**src/rtl/jtag_user_dr.sv**
```systemverilog
// rtl/jtag_user_dr.sv - user data register behind a JTAG TAP with length-checked update and RTI execute strobe
// Capture/shift/update follow the TAP DR states; update and exec strobes are registered one-cycle pulses.
module jtag_user_dr #(
  parameter int WIDTH       = 8,
  parameter int CAPTURE_SEL = 0,
  parameter int STRICT_LEN  = 1
) (
  input  logic             JTCK,
  input  logic             JRST,
  input  logic             JTDI,
  input  logic             JCE,
  input  logic             JSHIFT,
  input  logic             JUPDATE,
  input  logic             JRTI,
  input  logic [WIDTH-1:0] status_in,
  output logic             JTDO,
  output logic [WIDTH-1:0] data_out,
  output logic             update_pulse,
  output logic             exec_pulse,
  output logic             len_error
);

  localparam int CW = $clog2(WIDTH + 2);
  localparam logic [CW-1:0] CNT_FULL = CW'(WIDTH);
  localparam logic [CW-1:0] CNT_SAT  = CW'(WIDTH + 1);

  logic [WIDTH-1:0] shift_reg_q, shift_reg_d;
  logic [WIDTH-1:0] data_out_q, data_out_d;
  logic [CW-1:0]    bit_cnt_q, bit_cnt_d;
  logic             armed_q, armed_d;
  logic             exec_pending_q, exec_pending_d;
  logic             update_pulse_q, update_pulse_d;
  logic             exec_pulse_q, exec_pulse_d;
  logic             len_error_q, len_error_d;

  logic capture, shift, upd_seen, len_ok, accept, reject;

  always_comb begin
    capture  = JCE && !JSHIFT;
    shift    = JCE && JSHIFT;
    upd_seen = JUPDATE && armed_q;
    len_ok   = (STRICT_LEN == 0) || (bit_cnt_q == CNT_FULL);
    accept   = upd_seen && len_ok;
    reject   = upd_seen && !len_ok;
  end

  always_comb begin
    shift_reg_d    = shift_reg_q;
    bit_cnt_d      = bit_cnt_q;
    armed_d        = armed_q;
    data_out_d     = data_out_q;
    exec_pending_d = exec_pending_q;
    update_pulse_d = 1'b0;
    exec_pulse_d   = 1'b0;
    len_error_d    = len_error_q;

    // The update decision uses pre-edge shift_reg/bit_cnt, so a concurrent capture/shift cannot disturb it.
    if (accept) begin
      data_out_d     = shift_reg_q;
      update_pulse_d = 1'b1;
      len_error_d    = 1'b0;
    end else if (reject) begin
      len_error_d = 1'b1;
    end

    if (upd_seen) begin
      armed_d = 1'b0;
    end

    if (capture) begin
      shift_reg_d = (CAPTURE_SEL == 1) ? status_in : data_out_q;
      bit_cnt_d   = '0;
      armed_d     = 1'b1;
    end else if (shift) begin
      shift_reg_d = {JTDI, shift_reg_q[WIDTH-1:1]};
      if (bit_cnt_q != CNT_SAT) begin
        bit_cnt_d = bit_cnt_q + 1'b1;
      end
    end

    // An update landing with JRTI defers the execute strobe to the next JRTI cycle.
    if (accept) begin
      exec_pending_d = 1'b1;
    end else if (JRTI && exec_pending_q) begin
      exec_pending_d = 1'b0;
      exec_pulse_d   = 1'b1;
    end
  end

  always_ff @(posedge JTCK) begin
    if (JRST) begin
      shift_reg_q    <= '0;
      data_out_q     <= '0;
      bit_cnt_q      <= '0;
      armed_q        <= 1'b0;
      exec_pending_q <= 1'b0;
      update_pulse_q <= 1'b0;
      exec_pulse_q   <= 1'b0;
      len_error_q    <= 1'b0;
    end else begin
      shift_reg_q    <= shift_reg_d;
      data_out_q     <= data_out_d;
      bit_cnt_q      <= bit_cnt_d;
      armed_q        <= armed_d;
      exec_pending_q <= exec_pending_d;
      update_pulse_q <= update_pulse_d;
      exec_pulse_q   <= exec_pulse_d;
      len_error_q    <= len_error_d;
    end
  end

  assign JTDO         = shift_reg_q[0];
  assign data_out     = data_out_q;
  assign update_pulse = update_pulse_q;
  assign exec_pulse   = exec_pulse_q;
  assign len_error    = len_error_q;

endmodule

```
**config.mk**
```make
export PLATFORM = sky130hd
export DESIGN_NAME = jtag_user_dr
export DESIGN_NICKNAME = d
export VERILOG_FILES = /design/src/rtl/jtag_user_dr.sv
export SDC_FILE = /design/constraint.sdc
export NUM_CORES = 1
export LEC_CHECK = 0
export ABC_CLOCK_PERIOD_IN_PS = 1500
export CAP_MARGIN = 5
export CORE_ASPECT_RATIO = 1.5
export CORE_MARGIN = 4
export CORE_UTILIZATION = 46
export CTS_CLUSTER_DIAMETER = 200
export DETAILED_ROUTE_END_ITERATION = 12
export PLACE_DENSITY = 0.76
export SLEW_MARGIN = 10
export SYNTH_ARGS = -nofsm -noshare
export SYNTH_HDL_FRONTEND = slang
export SYNTH_SLANG_ARGS = --single-unit
```
**constraint.sdc**
```tcl
create_clock -name JTCK -period 1.5 [get_ports JTCK]
set_input_delay 0.375 -clock JTCK [delete_from_list [all_inputs] [get_ports JTCK]]
set_output_delay 0.375 -clock JTCK [all_outputs]
set_load 0.03 [all_outputs]
```
Register map, names as in the netlist:
Scale: 4 px per micron. Other sequential cells in the stronger grey, the rest of the logic in the fainter grey.
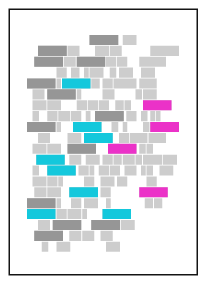
- bit_cnt_q: magenta (flops 4; where east)
- shift_reg_q: cyan (flops 8)

Nets reached from selected ports:
Scale: 8 px per micron.
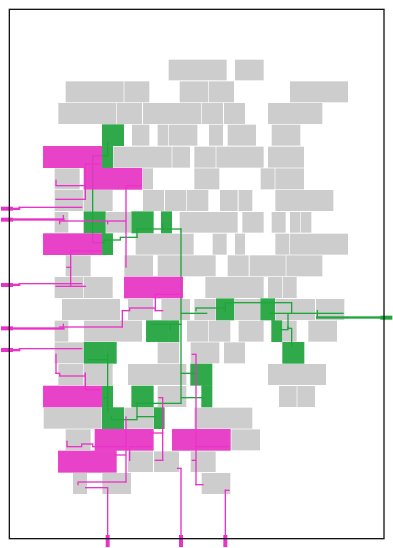
- data_out: magenta (bits 8; direction output; end cells 8; buffers 8; wire 204 microns)
- JCE: green (bits 1; direction input; end cells 20; buffers 2; wire 124 microns)

==> flow_metrics.tcl <==
# metrics dict for downstream scripts
set metrics [dict create \
    cts.clk_slew.worst_paths_ns 0.13 \
    rrSetupSlack_ns 0.16 \
    tightest_slew_ns 0.3718 \
    worstHoldPathCells 1 \
    drt_pass1_iterations 4 \
    rr_worst_depth 6 \
    period_used_share 0.9714 \
    endpoint_kind "output port" \
    arrival_ns 1.08 \
    crit_buf_inv 1 \
    clock_latency_ns 0.30 \
    syn_area_sq_um 1031 \
    dpl-instance-area_sq_um 1300 \
    root_buffer "clkbuf_4" \
    dr.max_layer_used "met4" \
    min_from "exec_pending_q$_SDFFE_PP0P_" \
    cts_resized 12 \
    path_class "flop to output port" \
    ant_nets 0 \
    dieArea_sq_um 3078 \
    yosysSeqAreaShare 0.4854 \
    setup_violations 0 \
    grt_pass1_vias 818 \
    rsz0062_at_grt "false" \
    layout-drive-gt1-share 0.1774 \
    final_design_area_no_fill_sq_um 1306 \
    critical_path.slowest_cell "dlygate4sd2_1" \
    vias_per_cell 5.630 \
    grt_usage 0.1444 \
    ys_cells 97 \
    io_pins 27 \
    outcome "finished clean" \
    synth_warnings 0 \
    yosys_area_sq_um 1031 \
    finalClockSkew_ns 0.002264 \
    hp-class "flop to flop" \
    slew_headroom 0.7521 \
    dp_worst_setup_slack_ns -0.1416 \
    htree_levels 1 \
    final_nets 143 \
    ys_types 27 \
    switching_share 0.2356 \
    setup_ws_ns 0.04296 \
    die_w_microns 46.66 \
    warnings 36 \
    synth_cells 97 \
    place_hpwl_mm 1.530 \
    path_delay_family "buffers and inverters" \
    crit_path_max_fanout 3 \
    route.met3.wl_microns 51 \
    path_cells "dlygate4sd2_1" \
    final_cells 146 \
    die_h_microns 65.98 \
    fmax_mhz 686.3 \
    num_antenna_cells 0 \
    final_cell_mix "25 x dfxtp_1, 10 x mux2i_1, 9 x nor2_1, 9 x buf_4" \
    p_seq_frac 0.631 \
    core-area_sq_um 2077 \
    layout_top_cell "dfxtp_1" \
    cap_violations 0 \
    layout-area-overhead-vs-synth_pct 26.70 \
    gp_congestion 0.8008 \
    cts_hold_buf 0 \
    power.total_mw 1.104 \
    initial_utilization 0.4964 \
    drc_errors 0 \
    cp.required_ns 1.12 \
    p_comb_frac 0.108 \
    drt_first_iter_violations 23 \
    critPathMaxStageDelay_ns 0.41 \
    min_period_ns 1.457 \
    drt-wirelength-per-cell_microns 13.73 \
    tns_ns 0 \
    switching_power_mw 0.2599 \
    report.final.slew_viol_count 0 \
    cts_setup_buffers 0 \
    gr-total-overflow 0 \
    ir_worst_vdd_mv 0.6562 \
    rr_startpoint "bit_cnt_q[1]$_SDFFE_PP0P_" \
    hold_viol 0 \
    grt_max_degree 17 \
    routed_wl_mm 2.005 \
    hold_end "exec_pending_q$_SDFFE_PP0P_" \
    leakage_nw 0.5561 \
    grt_pass1_wl_mm 3.381 \
    antenna_found_initial 0 \
    worst_setup_path_start_kind "flop" \
    wl_met2_mm 1.069 \
    ys_ff 25 \
    dp.cells 142 \
    cts_buffer_depth 2 \
    route.vias.total 822 \
    fp-row-count 20 \
    wl_met1_microns 876 \
    syn_nets 115 \
    numPortBuffers 18 \
    cts_sinks 25 \
    avgSynthCellArea_sq_um 10.63 \
    p_clk_frac 0.261 \
    p_int_mw 0.8436 \
    power_density_nw_per_um2 844.8 \
    rr_endpoint "data_out[1]$_SDFFE_PP0P_" \
    cts_tree "done" \
    cts_buffers 3 \
]
## synth_stat cells, drive strengths merged
master   n  share of area
a31oi    1         0.0061
inv      3          0.011
nor2     9          0.033
nand2b   2          0.012
or3      1         0.0061
a22o     8          0.068
and3     1         0.0061
a41oi    1          0.016
nand2    1         0.0036
or2b     1         0.0073
ha       3          0.036
mux2i   10          0.097
buf      5          0.025
nor3b    2          0.025
nor2b    2          0.019
a21oi    3          0.015
and4     1         0.0085
a211oi   8          0.058
nand3    8          0.044
dfxtp   25           0.49
a31o     1         0.0085
a21o     1         0.0085
## sequential cells by signal, indices dropped and copies added (netlist names)
register	flops
exec_pending_q	1
data_out	8
shift_reg_q	8
armed_q	1
bit_cnt_q	4
update_pulse	1
exec_pulse	1
len_error	1
## logic make-up after synthesis
group,after synthesis,synth area share
compound gates,23,0.1796
fa+ha+maj,3,0.03641
buf+inv,8,0.03640
flops,25,0.4854
mux,10,0.09709
simple gates,28,0.1651
## power groups by stage
stage / clock network, mW / logic (mW) / registers, mW
after floorplan: 0 / 0.0669 / 0.712
after CTS: 0.301 / 0.120 / 0.696
after global routing: 0.327 / 0.131 / 0.699
after global placement: 0 / 0.118 / 0.710
after detailed placement: 0 / 0.121 / 0.711
final: 0.288 / 0.119 / 0.696
## area by class of cell
type / instances / area (sq um)
fillers: 178 / 770.7
flip-flops and latches: 25 / 500.5
multi-input cells: 64 / 493.0
repair buffers: 28 / 247.7
well taps: 22 / 27.53
clock buffers: 4 / 26.28
inverters: 3 / 11.26
## worst max-delay path by stage
stage                                     end                       from  slack [ns]  cells past startpoint
finish                            data_out[1]   data_out[1]$_SDFFE_PP0P_        0.04                      1
global route                      data_out[1]   data_out[1]$_SDFFE_PP0P_       0.006                      1
floorplan            data_out[0]$_SDFFE_PP0P_  bit_cnt_q[0]$_SDFFE_PP0P_        0.25                      5
CTS                               data_out[2]   data_out[2]$_SDFFE_PP0P_        0.02                      1
detailed placement  bit_cnt_q[0]$_SDFFE_PP0P_                        JCE       -0.14                      4
global placement     data_out[7]$_SDFFE_PP0P_                    JUPDATE        -0.1                      5
## through the flow
step / util / hold slack (ns)
after global routing: 0.6289 / 0.4997
final: 0.6289 / 0.4714
after floorplan: - / 0.4263
after global placement: 0.6259 / 0.4332
after CTS: 0.6313 / 0.4753
after detailed placement: 0.6259 / 0.4449
## routing by layer
metal / global-route usage / up-vias
met5: 0 / -
met2: 0.2466 / 8
met1: 0.1812 / 404
li1: - / 408
met3: 0.01635 / 2
met4: 0.04844 / 0
No activity file was given, so power comes from the tool's default toggle rates.
